File: config.mk
export PLATFORM = sky130hd
export DESIGN_NAME = spatz_xmem_responder
export DESIGN_NICKNAME = d
export VERILOG_FILES = /design/src/rtl/spatz_xmem_responder_pkg.sv /design/src/rtl/spatz_xmem_responder_fifo.sv /design/src/rtl/spatz_xmem_responder.sv
export SDC_FILE = /design/constraint.sdc
export NUM_CORES = 1
export LEC_CHECK = 0
export CAP_MARGIN = 0
export CORE_MARGIN = 4
export CORE_UTILIZATION = 41
export DETAILED_ROUTE_END_ITERATION = 8
export PLACE_DENSITY_LB_ADDON = 0.1
export REMOVE_ABC_BUFFERS = 1
export SYNTH_ARGS = -nofsm -noshare
export SYNTH_HDL_FRONTEND = slang
export SYNTH_SLANG_ARGS = --single-unit
File: constraint.sdc
create_clock -name clk_i -period 3.35 [get_ports clk_i]
set_clock_uncertainty 0.1 [all_clocks]
set_input_delay 0.67 -clock clk_i [delete_from_list [all_inputs] [get_ports clk_i]]
set_output_delay 0.67 -clock clk_i [all_outputs]
set_load 0.01 [all_outputs]
File: src/rtl/spatz_xmem_responder_pkg.sv
// Shared widths and helpers for the Spatz X-interface memory responder.
package spatz_xmem_responder_pkg;

   // Element width of the vector unit; sets the default data path width.
   localparam int unsigned ELEN = 32;

   // Default number of requests that may wait for a memory response.
   localparam int unsigned NrOutstandingDef = 8;

   // Default address width of the memory port.
   localparam int unsigned AddrWidthDef = 32;

   // Index width for a structure of n entries; never narrower than one bit.
   function automatic int unsigned idx_width(input int unsigned n);
      return (n > 1) ? $clog2(n) : 1;
   endfunction

   // Default request/result ID width: enough to name every outstanding slot.
   localparam int unsigned IdWidthDef = idx_width(NrOutstandingDef);

endpackage

File: src/rtl/spatz_xmem_responder_fifo.sv
// Tracking FIFO: remembers {id, we, last} of each granted request until its
// memory response retires. Storage is a circular buffer with wrap pointers.
module spatz_xmem_responder_fifo
   import spatz_xmem_responder_pkg::*;
#(
   parameter int unsigned Depth = 8,
   parameter int unsigned Width = 5
) (
   input  logic             clk_i,
   input  logic             rst_ni,
   input  logic             push_i,
   input  logic [Width-1:0] data_i,
   input  logic             pop_i,
   output logic [Width-1:0] data_o,
   output logic             empty_o,
   output logic             full_o
);

   localparam int unsigned PtrWidth = idx_width(Depth);
   localparam int unsigned CntWidth = $clog2(Depth + 1);

   logic [Width-1:0]    storage_q [Depth];
   logic [PtrWidth-1:0] wr_ptr_q, wr_ptr_d;
   logic [PtrWidth-1:0] rd_ptr_q, rd_ptr_d;
   logic [CntWidth-1:0] count_q, count_d;
   logic                push_ok, pop_ok;

   // Advance a pointer by one slot, wrapping at the configured depth.
   function automatic logic [PtrWidth-1:0] ptr_inc(input logic [PtrWidth-1:0] ptr);
      return (ptr == PtrWidth'(Depth - 1)) ? '0 : ptr + 1'b1;
   endfunction

   assign empty_o = (count_q == '0);
   assign full_o  = (count_q == CntWidth'(Depth));
   assign push_ok = push_i & ~full_o;
   assign pop_ok  = pop_i & ~empty_o;
   assign data_o  = storage_q[rd_ptr_q];

   // Next-state of the pointers and occupancy count.
   always_comb begin
      // NOTE: every variable gets a default first so no path leaves it unassigned (no latch).
      wr_ptr_d = wr_ptr_q;
      rd_ptr_d = rd_ptr_q;
      count_d  = count_q;
      if (push_ok) wr_ptr_d = ptr_inc(wr_ptr_q);
      if (pop_ok)  rd_ptr_d = ptr_inc(rd_ptr_q);
      unique case ({push_ok, pop_ok})
         2'b10:   count_d = count_q + 1'b1;
         2'b01:   count_d = count_q - 1'b1;
         default: count_d = count_q;
      endcase
   end

   // Pointer and count registers; reset empties the FIFO.
   always_ff @(posedge clk_i or negedge rst_ni) begin
      if (!rst_ni) begin
         // NOTE: sequential state uses non-blocking assignments so all registers update together.
         wr_ptr_q <= '0;
         rd_ptr_q <= '0;
         count_q  <= '0;
      end else begin
         wr_ptr_q <= wr_ptr_d;
         rd_ptr_q <= rd_ptr_d;
         count_q  <= count_d;
      end
   end

   // Entry storage; contents are only meaningful while the count covers them.
   // NOTE: storage is deliberately not reset -- the pointers/count define validity.
   always_ff @(posedge clk_i) begin
      if (push_ok) storage_q[wr_ptr_q] <= data_i;
   end

endmodule

File: src/rtl/spatz_xmem_responder.sv
// Spatz X-interface memory responder: forwards vector memory requests to a
// memory port, tracks granted requests in order, and returns load results
// (and last-of-operation completion) one cycle after each memory response.
module spatz_xmem_responder
   import spatz_xmem_responder_pkg::*;
#(
   parameter int unsigned DataWidth     = ELEN,
   parameter int unsigned NrOutstanding = NrOutstandingDef,
   parameter int unsigned IdWidth       = IdWidthDef,
   parameter int unsigned AddrWidth     = AddrWidthDef
) (
   input  logic                   clk_i,
   input  logic                   rst_ni,
   // X-interface request
   input  logic                   x_mem_valid_i,
   output logic                   x_mem_ready_o,
   input  logic [IdWidth-1:0]     req_id_i,
   input  logic [AddrWidth-1:0]   req_addr_i,
   input  logic                   req_we_i,
   input  logic [DataWidth/8-1:0] req_strb_i,
   input  logic [DataWidth-1:0]   req_wdata_i,
   input  logic                   req_last_i,
   // Memory port
   output logic                   mem_req_o,
   input  logic                   mem_gnt_i,
   output logic [AddrWidth-1:0]   mem_addr_o,
   output logic                   mem_we_o,
   output logic [DataWidth/8-1:0] mem_be_o,
   output logic [DataWidth-1:0]   mem_wdata_o,
   input  logic                   mem_rvalid_i,
   input  logic [DataWidth-1:0]   mem_rdata_i,
   // X-interface result
   output logic                   x_mem_result_valid_o,
   output logic [IdWidth-1:0]     x_mem_result_id_o,
   output logic [DataWidth-1:0]   x_mem_result_rdata_o,
   // Status
   output logic                   idle_o,
   output logic                   last_done_o
);

   localparam int unsigned CntWidth   = $clog2(NrOutstanding + 1);
   localparam int unsigned EntryWidth = IdWidth + 2;

   typedef struct packed {
      logic [IdWidth-1:0] id;
      logic               we;
      logic               last;
   } entry_t;

   logic [CntWidth-1:0]  count_q, count_d;
   logic                 full, accept, pop;
   logic                 fifo_empty, fifo_full;
   entry_t               push_entry, head;

   logic                 res_valid_q, res_valid_d;
   logic [IdWidth-1:0]   res_id_q, res_id_d;
   logic [DataWidth-1:0] res_rdata_q, res_rdata_d;
   logic                 last_done_q, last_done_d;

   // Full is taken from the registered count only, so a pop in the same cycle
   // cannot open the request path until the following cycle.
   assign full          = (count_q == CntWidth'(NrOutstanding));
   assign mem_req_o     = x_mem_valid_i & ~full;
   assign x_mem_ready_o = mem_gnt_i & ~full;
   assign accept        = x_mem_valid_i & x_mem_ready_o;
   // A response with nothing outstanding is dropped rather than underflowing.
   assign pop           = mem_rvalid_i & ~fifo_empty;
   assign idle_o        = (count_q == '0);

   // Request fields pass straight through; loads enable every byte lane.
   assign mem_addr_o  = req_addr_i;
   assign mem_we_o    = req_we_i;
   assign mem_wdata_o = req_wdata_i;
   assign mem_be_o    = req_we_i ? req_strb_i : '1;

   assign push_entry = '{id: req_id_i, we: req_we_i, last: req_last_i};

   spatz_xmem_responder_fifo #(
      .Depth (NrOutstanding),
      .Width (EntryWidth)
   ) i_tracking_fifo (
      .clk_i   (clk_i),
      .rst_ni  (rst_ni),
      .push_i  (accept),
      .data_i  (push_entry),
      .pop_i   (pop),
      .data_o  (head),
      .empty_o (fifo_empty),
      .full_o  (fifo_full)
   );

   // Outstanding counter next-state: a same-cycle accept and pop cancel out.
   always_comb begin
      count_d = count_q;
      unique case ({accept, pop})
         2'b10:   count_d = count_q + 1'b1;
         2'b01:   count_d = count_q - 1'b1;
         default: count_d = count_q;
      endcase
   end

   // Result next-state: loads produce a result, any retiring last pulses done.
   always_comb begin
      res_valid_d = 1'b0;
      last_done_d = 1'b0;
      res_id_d    = res_id_q;
      res_rdata_d = res_rdata_q;
      if (pop) begin
         last_done_d = head.last;
         if (!head.we) begin
            res_valid_d = 1'b1;
            res_id_d    = head.id;
            res_rdata_d = mem_rdata_i;
         end
      end
   end

   // Counter and result registers; reset discards everything in flight.
   always_ff @(posedge clk_i or negedge rst_ni) begin
      if (!rst_ni) begin
         count_q     <= '0;
         res_valid_q <= 1'b0;
         res_id_q    <= '0;
         res_rdata_q <= '0;
         last_done_q <= 1'b0;
      end else begin
         count_q     <= count_d;
         res_valid_q <= res_valid_d;
         res_id_q    <= res_id_d;
         res_rdata_q <= res_rdata_d;
         last_done_q <= last_done_d;
      end
   end

   assign x_mem_result_valid_o = res_valid_q;
   assign x_mem_result_id_o    = res_id_q;
   assign x_mem_result_rdata_o = res_rdata_q;
   assign last_done_o          = last_done_q;

   // A memory response with nothing outstanding is a protocol slip upstream.
   a_rvalid_without_request : assert property (
      @(posedge clk_i) disable iff (!rst_ni) mem_rvalid_i |-> !fifo_empty
   ) else $warning("mem_rvalid_i with empty tracking FIFO was ignored");

   // Accepting into a full tracker would lose an entry and wrap the counter.
   a_accept_at_full : assert property (
      @(posedge clk_i) disable iff (!rst_ni) accept |-> !fifo_full
   ) else $error("request accepted while tracking FIFO full");

endmodule
==> flow_metrics.tcl, run 1 <==
# yosys + openroad results
set metrics [dict create \
    fp-row-count 37 \
    cts_setup_buffers 0 \
    synthDistinctLibCells 35 \
    postCtsHoldBufs 0 \
    tool_warnings 27 \
    clock-root-buffer "clkbuf_8" \
    ys_warn_count 0 \
    seq_cells 91 \
    diodes 0 \
    worst_slack_ps 311 \
    cts_tree "yes" \
    vias_per_cell 5.21 \
    seqPwrFrac_pct 40.1 \
    inverters 5 \
    timing.rr.end "i_tracking_fifo.count_q[2]" \
    tap_cells 136 \
    p_leak_nw 2.13 \
    drive_above_1_share_pct 23.1 \
    cts.sinks 91 \
    worstPathArrival_ps 2270 \
    drt-total-wl_um 13200 \
    antenna_found_initial 0 \
    cp.required_ps 2580 \
    ir_worst_vdd_v 0.000345 \
    clkTransAtPathRegs_ps 90 \
    rsz0062_at_grt "false" \
    logic_gates 135 \
    swShare_pct 31.3 \
    reg2reg_slack_ps 560 \
    avgSynthCellArea_um2 14.8 \
    synth_top_cell_by_area "dfrtp_1" \
    ys.flop_type "dfrtp_1" \
    min_period_ps 3040 \
    met3_usage_pct 21.3 \
    buffers 99 \
    wl_met3_um 2890 \
    cap_violations 0 \
    vias 2511 \
    clk_share_pct 3.93 \
    edf_count 40 \
    synth.area.top_cells "dfrtp_1 (29%), edfxtp_1 (27%), buf_4 (11%), mux2_4 (9.8%), mux4_2 (3.5%)" \
    p_switching_mw 1.39 \
    netlist_area_um2 4460 \
    buffer_area_share_pct 18.4 \
    synthArstFlopShare_pct 56.0 \
    pwr-share-comb_pct 42.6 \
    instances_no_fill 482 \
    top_area_share_pct 28.6 \
    ios 219 \
    crit_slowest_cell "or4b_2" \
    lay_top_count "clkdlybuf4s50_1" \
    dieArea_um2 12600 \
    firstDrtPassIters 4 \
    clk_path_buf_depth 2 \
    startpoint_type "register" \
    cp.depth 3 \
    syn_inst 302 \
    place_ws_ps 480 \
    whs_ps 165 \
    max_freq_ghz 0.329 \
    slew_headroom_pct 55.0 \
    fp_util_pct 42.6 \
    layout_top_cells "clkdlybuf4s50_1 (89), dfrtp_1 (51), edfxtp_1 (40), mux2_4 (29), nor2_1 (13)" \
    maxPowerGroup "combinational cells" \
    final.setup.tns_ps 0 \
    ys_seq_share_pct 55.6 \
    postRouteAntennaNets 0 \
    p_comb_mw 1.90 \
    reg2reg_from "count_q[1]" \
    met1Wirelength_um 5130 \
    ys_ff 91 \
    pwr-share-clk_pct 17.3 \
    comb_area_share_pct 26.6 \
    status "finished, final reports clean" \
    period_used_pct 90.7 \
    cts_resized 0 \
    drtIter0Drc 129 \
    design.core.area_um2 10500 \
    setup_violations 0 \
]
[run 1: kinds of logic after synthesis]
| group | share of synthesized area, % |
|---|---|
| flops | 55.6 |
| buf+inv | 13.2 |
| mux | 18.6 |
| simple gates | 5.78 |
| compound gates | 2.05 |
| xor+xnor | 1.96 |
| fa+ha+maj | 2.81 |
[run 1: state kept, by name, summed over array words and instances, names as in the netlist]
name                       flops
i_tracking_fifo.storage_q     40
x_mem_result_rdata_o          32
count_q                        4
i_tracking_fifo.count_q        4
i_tracking_fifo.rd_ptr_q       3
i_tracking_fifo.wr_ptr_q       3
x_mem_result_id_o              3
last_done_o                    1
x_mem_result_valid_o           1
**Run 1: register map, names as in the netlist**

Other sequential cells in the stronger gray, the rest of the logic in the fainter gray.
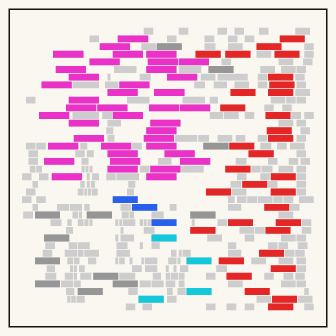
`i_tracking_fifo.storage_q` -> magenta  # flops 40
`i_tracking_fifo.rd_ptr_q` -> blue  # flops 3
`x_mem_result_rdata_o` -> red  # flops 32, where a column on the right
`count_q` -> cyan  # flops 4, where bottom center
seq pwr: 1.79 mW
Seq area share: 47.4%
Reg area: 2480 um^2
fin util: 50.0%

**Run 1: met3 routing**

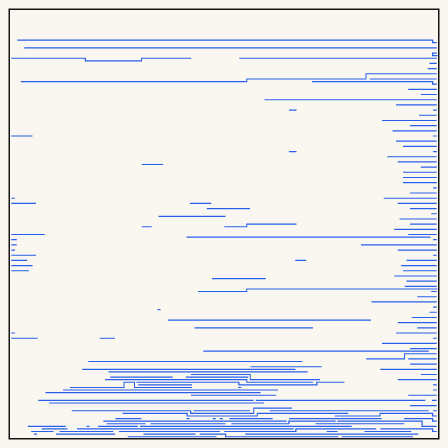
longest straight run = 109 um
nets with wire on the layer = 128
wire length on this layer = 2890 um
share of all routed wire = 22%
main direction = horizontal

**Run 1: routing congestion**

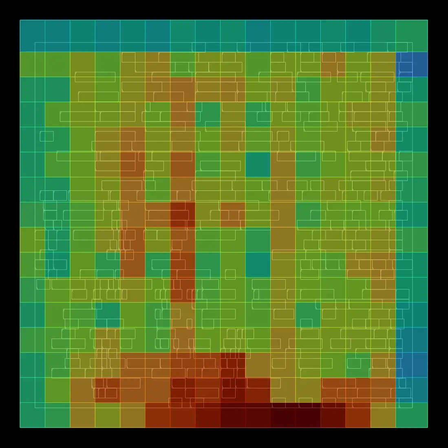
wire per inst: 27.5 um
met2 Use GR: 24.9%

**Run 1: pin map**

Pins as bars across the die edge, other pins in gray.
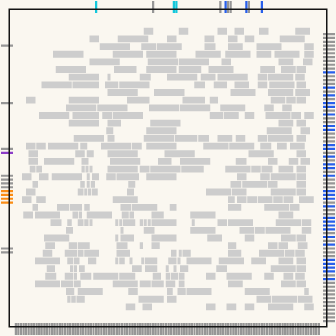
`req_id_i` -> cyan  # pins 3, direction input, edge top
`x_mem_result_rdata_o` -> blue  # pins 32, direction output, edge 29 right, 3 top
`req_strb_i` -> orange  # pins 4, direction input, edge left
`req_we_i` -> purple  # pins 1, direction input, edge left
all pins by edge = 118 bottom, 76 right, 14 left, 11 top
chip width: 112 um
Die Y-Extent: 112 um
I/O Buffers: 90

**Run 1: signal wires by layer**

Only two layers are drawn.
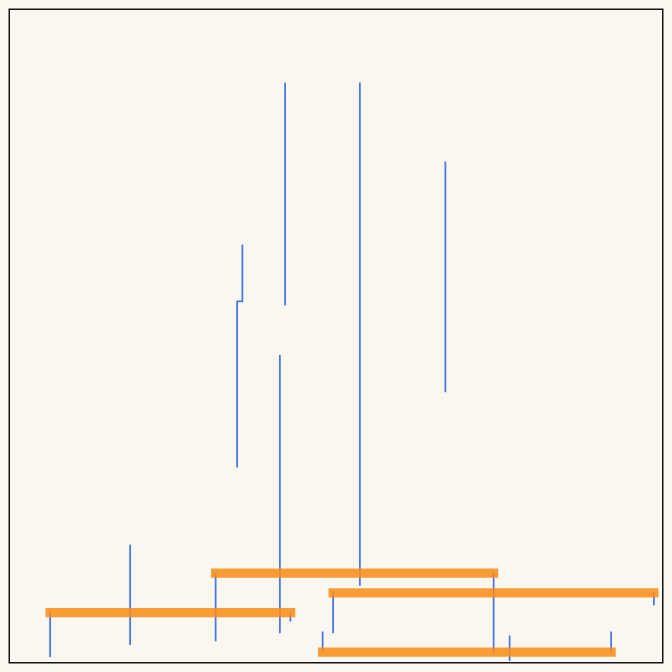

==> run 1 -> run 2 <==
Settings changed: MAX_ROUTING_LAYER from default to met4.
**Run 2: signal wires by layer**

Only two layers are drawn.
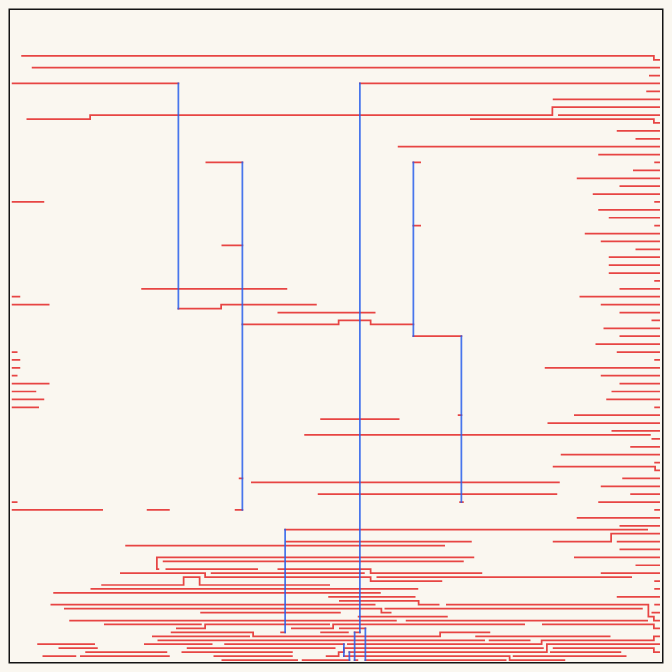
M4 -> blue  # wire length 283 um
M3 -> red  # wire length 2980 um
wire per inst: 27.6 um
Vias: 2504

==> run 2 against run 1 <==
  * Sequential cell count unchanged
  * Global-route usage up 0.71 points
  * Core utilization unchanged
  * Fmax down 0.26%
  * Combinational power about the same
  * Critical path depth unchanged
  * Count of clock-buffer cells in the layout unchanged
  * Synthesized cell count unchanged
  * Die area unchanged
  * First-iteration DRC count down 0.78%
  * Critical endpoint unchanged
==> flow_metrics.tcl, run 2 <==
# yosys + openroad results
set metrics [dict create \
    status "finished, final reports clean" \
    edf_count 40 \
    swShare_pct 31.3 \
    vias_per_cell 5.20 \
    logic_family "multiplexers" \
    ys_warn_count 0 \
    whs_ps 162 \
    wl_met3_um 2980 \
    synth_top_cell_by_area "dfrtp_1" \
    cts_setup_buffers 0 \
    startpoint_type "register" \
    slew_headroom_pct 55.2 \
    ir_worst_vdd_v 0.000345 \
    die_width_um 112 \
    xor_share_pct 1.96 \
    met1Wirelength_um 5190 \
    antenna_found_initial 0 \
    final.setup.tns_ps 0 \
    postCtsHoldBufs 0 \
    tap_cells 136 \
    seq_cell_power_mw 1.79 \
    netlist_area_um2 4460 \
    largest_register_ffs 40 \
    buffers 99 \
    worstPathArrival_ps 2280 \
    maxPowerGroup "combinational cells" \
    clk_path_buf_depth 2 \
    logic_area_um2 1390 \
    finalMaxSlewViolations 0 \
    firstDrtPassIters 4 \
    ios 219 \
    inverters 5 \
    ys_seq_share_pct 55.6 \
    pwr-share-clk_pct 17.3 \
    setup_violations 0 \
    seq-cell-share_pct 47.4 \
    tool_warnings 27 \
    regMostFlops "i_tracking_fifo.storage_q" \
    synthDistinctLibCells 35 \
    reg2reg_from "count_q[1]" \
    diodes 0 \
    synth_adder_area_share_pct 2.81 \
    die_h_um 112 \
    syn_inst 302 \
    seqPwrFrac_pct 40.1 \
    use_met2_pct 25.5 \
    place_ws_ps 480 \
    avgSynthCellArea_um2 14.8 \
    comb_area_share_pct 26.6 \
    ys.flop_type "dfrtp_1" \
    rsz0062_at_grt "false" \
    max_freq_ghz 0.328 \
    cp.depth 3 \
    fp-row-count 37 \
    synthArstFlopShare_pct 56.0 \
    cts_resized 0 \
    pwr-share-comb_pct 42.6 \
    instances_no_fill 482 \
    top_area_share_pct 28.6 \
    yosys.area_share.aoi_pct 2.05 \
    cts_made_buffers 9 \
    synth.area.top_cells "dfrtp_1 (29%), edfxtp_1 (27%), buf_4 (11%), mux2_4 (9.8%), mux4_2 (3.5%)" \
    largest_cell_class "sequential cells" \
    final_core_util_pct 50.0 \
    layout.nets 461 \
    clk_share_pct 3.93 \
    clkTransAtPathRegs_ps 90 \
    drt-total-wl_um 13300 \
    drive_above_1_share_pct 23.1 \
    period_used_pct 90.9 \
    cts.sinks 91 \
    drtIter0Drc 128 \
    dieArea_um2 12600 \
    logic_gates 135 \
    flop_area_um2 2480 \
    buffer_area_share_pct 18.4 \
    p_comb_mw 1.90 \
    p_switching_mw 1.39 \
    timing.rr.end "i_tracking_fifo.count_q[2]" \
    ys_ff 91 \
    mux_share_pct 18.6 \
    met3_usage_pct 21.8 \
    clock-root-buffer "clkbuf_8" \
]
-- run 2: cell counts in the layout (fill, tap and decap cells not counted) --
No cell type changed its count.
-- run 2: how the worst min path moves through the flow --
stage	start	endpoint	slack (ps)	depth (start not counted)
finish	rst_ni	i_tracking_fifo.count_q[2]	160	1
global route	rst_ni	i_tracking_fifo.rd_ptr_q[0]	190	1
CTS	rst_ni	count_q[1]	150	1
detailed placement	count_q[3]	count_q[3]	380	1
global placement	count_q[3]	count_q[3]	390	1
floorplan	rst_ni	count_q[0]	270	0
-- run 2: logic make-up after synthesis --
group | after synthesis
flip-flops | 91
AND-OR/OR-AND | 11
adder cells (fa/ha/maj) | 10
AND/OR/NAND/NOR | 49
multiplexers | 55
buffers and inverters | 76
XOR/XNOR | 10
**Run 2: register map, names as in the netlist**

Other sequential cells in the stronger gray, the rest of the logic in the fainter gray.
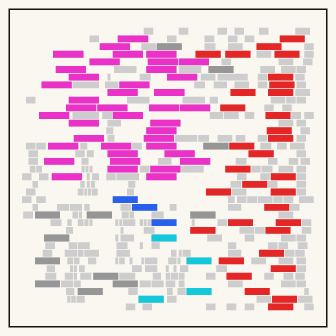

==> run 2 -> run 3 <==
Settings changed: CORE_UTILIZATION 41 to 37.
Clock period 3.35 ns to 2.6 ns, I/O delays scaled along.
**Run 3: register map, names as in the netlist**

Other sequential cells in the stronger gray, the rest of the logic in the fainter gray.
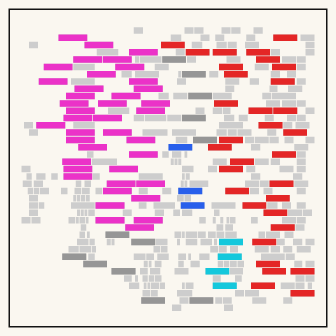
`count_q` -> cyan  # flops 4
`i_tracking_fifo.rd_ptr_q` -> blue  # flops 3
`i_tracking_fifo.storage_q` -> magenta  # flops 40
`x_mem_result_rdata_o` -> red  # flops 32, where a column on the right
not colored = 12

==> run 3 against run 2 <==
  * Sequential share of layout area is 2.2 points lower
  * Core utilization decreased by 2.7 points
  * Setup slack got worse by 120 ps
  * First-iteration DRC count rose by 41%
  * Combinational power grew 43%
  * Die area increased by 10%
  * Hold slack gained 230 ps
  * Sequential cell count did not move
==> flow_metrics.tcl, run 3 <==
# yosys + openroad results
set metrics [dict create \
    status "finished, final reports clean" \
    firstDrtPassIters 5 \
    endpoint "i_tracking_fifo.count_q[2]" \
    synthArstFlopShare_pct 56.0 \
    grt_pass1_wl_um 19000 \
    netlist_area_um2 4460 \
    cpPeakStageDelay_ps 430 \
    ys_seq_share_pct 55.6 \
    timing.rr.end "i_tracking_fifo.count_q[2]" \
    xor_share_pct 1.96 \
    clk_path_buf_depth 2 \
    reg2reg_from "i_tracking_fifo.count_q[2]" \
    yosys.area_share.aoi_pct 2.05 \
    max_freq_ghz 0.414 \
    lay_top_count "clkdlybuf4s50_1" \
    synthDistinctLibCells 35 \
    clkTransAtPathRegs_ps 70 \
    cts.sinks 91 \
    vias_per_cell 5.12 \
    crit_fanout 7 \
    p_leak_nw 2.28 \
    pwr-share-comb_pct 43.8 \
    synth.area.top_cells "dfrtp_1 (29%), edfxtp_1 (27%), buf_4 (11%), mux2_4 (9.8%), mux4_2 (3.5%)" \
    hp-class "register to register" \
    postRouteAntennaNets 0 \
    maxPowerGroup "combinational cells" \
    cp.required_ps 2730 \
    fp-row-count 39 \
    gp_congestion 0.756 \
    mux_share_pct 18.6 \
    logic_family "multiplexers" \
    power_mw 6.19 \
    wl_met2_um 4850 \
    antenna_found_initial 0 \
    worstPathArrival_ps 2540 \
    wl_met3_um 2560 \
    die_h_um 118 \
    startpoint_type "register" \
    seq_cell_power_mw 2.24 \
    vias 2595 \
    ys.flop_type "dfrtp_1" \
    met1Wirelength_um 5300 \
    post_drt_wl_per_cell_um 25.3 \
    p_int_mw 4.29 \
    whs_path_depth 1 \
    synth_dominant_cell_count "buf_4" \
    dp_hpwl_um 9550 \
    clkLatencyLatePin_ps 350 \
    finalMaxSlewViolations 0 \
    final_hold_viol_count 0 \
    place_ws_ps 78.7 \
    grt_usage_pct 19.4 \
    cts_tree "yes" \
    p_comb_mw 2.71 \
    seqPwrFrac_pct 36.2 \
    tightestPinTransition_ps 332 \
    rsz0062_at_grt "false" \
    ios 219 \
    fill_cells 1039 \
    io_buffers 90 \
    pwr-share-clk_pct 20.1 \
    ys_warn_count 0 \
    r2r_cells 10 \
    largest_register_ffs 40 \
    drt-total-wl_um 12800 \
    period_used_pct 92.8 \
    design.core.area_um2 11600 \
    postPlaceCellArea_um2 5180 \
    crit_family "XOR/XNOR gates" \
    postCtsHoldBufs 1 \
    cap_violations 0 \
    cpMostUsedCell "xor2_1" \
    top_layer "met4" \
    crit_start "i_tracking_fifo.count_q[2]" \
    use_met2_pct 22.7 \
    worstSetupEndpointType "register" \
    cp_num_buf_inv 1 \
    grt_start_max_net_pins 21 \
    ys_area_um2 4460 \
    clock-root-buffer "clkbuf_16" \
    avgSynthCellArea_um2 14.8 \
    layout.nets 479 \
    hold_start "count_q[3]" \
    ir_worst_vdd_v 0.000365 \
    worstHoldEndpoint "count_q[3]" \
    cts_made_buffers 9 \
    setup_violations 0 \
    syn_inst 302 \
    simple_gate_area_share_pct 5.78 \
    final_core_util_pct 47.3 \
    synth_top_cell_by_area "dfrtp_1" \
    grt-ovfl-total 0 \
    cts_resized 2 \
    whs_ps 396 \
    ys_ff 91 \
    cp.depth 10 \
    swShare_pct 30.8 \
    gr-usage-met1_pct 23.2 \
    drive_above_1_share_pct 27.5 \
    die_width_um 118 \
    yosys-top-cells-count "buf_4 (65), dfrtp_1 (51), edfxtp_1 (40)" \
    path_class "register to register" \
    p_switching_mw 1.90 \
    cts_max_level 3 \
    path_cells "or3_4, o21ai_4, inv_2, ha_1, xor2_1, ha_1, a21oi_1, xor2_1, nor2_1, xor2_1" \
    regMostFlops "i_tracking_fifo.storage_q" \
    fp_util_pct 38.4 \
    clock_net_power_mw 1.24 \
    ys_cells 302 \
    cts_setup_buffers 0 \
    tool_warnings 27 \
    reg2reg_slack_ps 190 \
    dieArea_um2 13900 \
    final_cell_area_um2 5490 \
    synth_adder_area_share_pct 2.81 \
    met3_usage_pct 19.1 \
    area_growth_pct 23.1 \
    edf_count 40 \
    power.density_nw_per_um2 1130 \
    diodes 0 \
    top_area_share_pct 28.6 \
    route.detailed.drc 0 \
    crit_slowest_cell "dfrtp_1" \
    slew_headroom_pct 77.9 \
    drtIter0Drc 181 \
    worst_slack_ps 186 \
    min_period_ps 2410 \
    layout_top_cells "clkdlybuf4s50_1 (87), dfrtp_1 (51), edfxtp_1 (40), mux2_4 (29), buf_4 (24)" \
    busiest_layer "met1" \
    first_global_vias 2661 \
]
run 3: cell types whose count changed in the layout (fill, tap and decap cells not counted), sizes merged:
cell           change
buf               +17
bufinv             -1
clkdlybuf4s50      -2
clkinv             +2
clkinvlp           -1
dlygate4sd2        +2
dlygate4sd3        +1
run 3: stage by stage:
step	cells	setup TNS, ps
global placement	490	0
floorplan	231	-26.1
global route	507	0
finish	507	0
CTS	507	0
detailed placement	490	0
run 3: final cells by class:
type | count | area [um^2] | area share (%)
clock buffer | 9 | 225 | 4.10
clock inverter | 7 | 57.6 | 1.05
inverter | 5 | 18.8 | 0.342
multi-input combinational | 135 | 1410 | 25.6
sequential | 91 | 2480 | 45.1
tap | 143 | 179 | 3.26
timing repair buffer | 117 | 1120 | 20.5
Power is estimated from default activity; no workload was simulated.
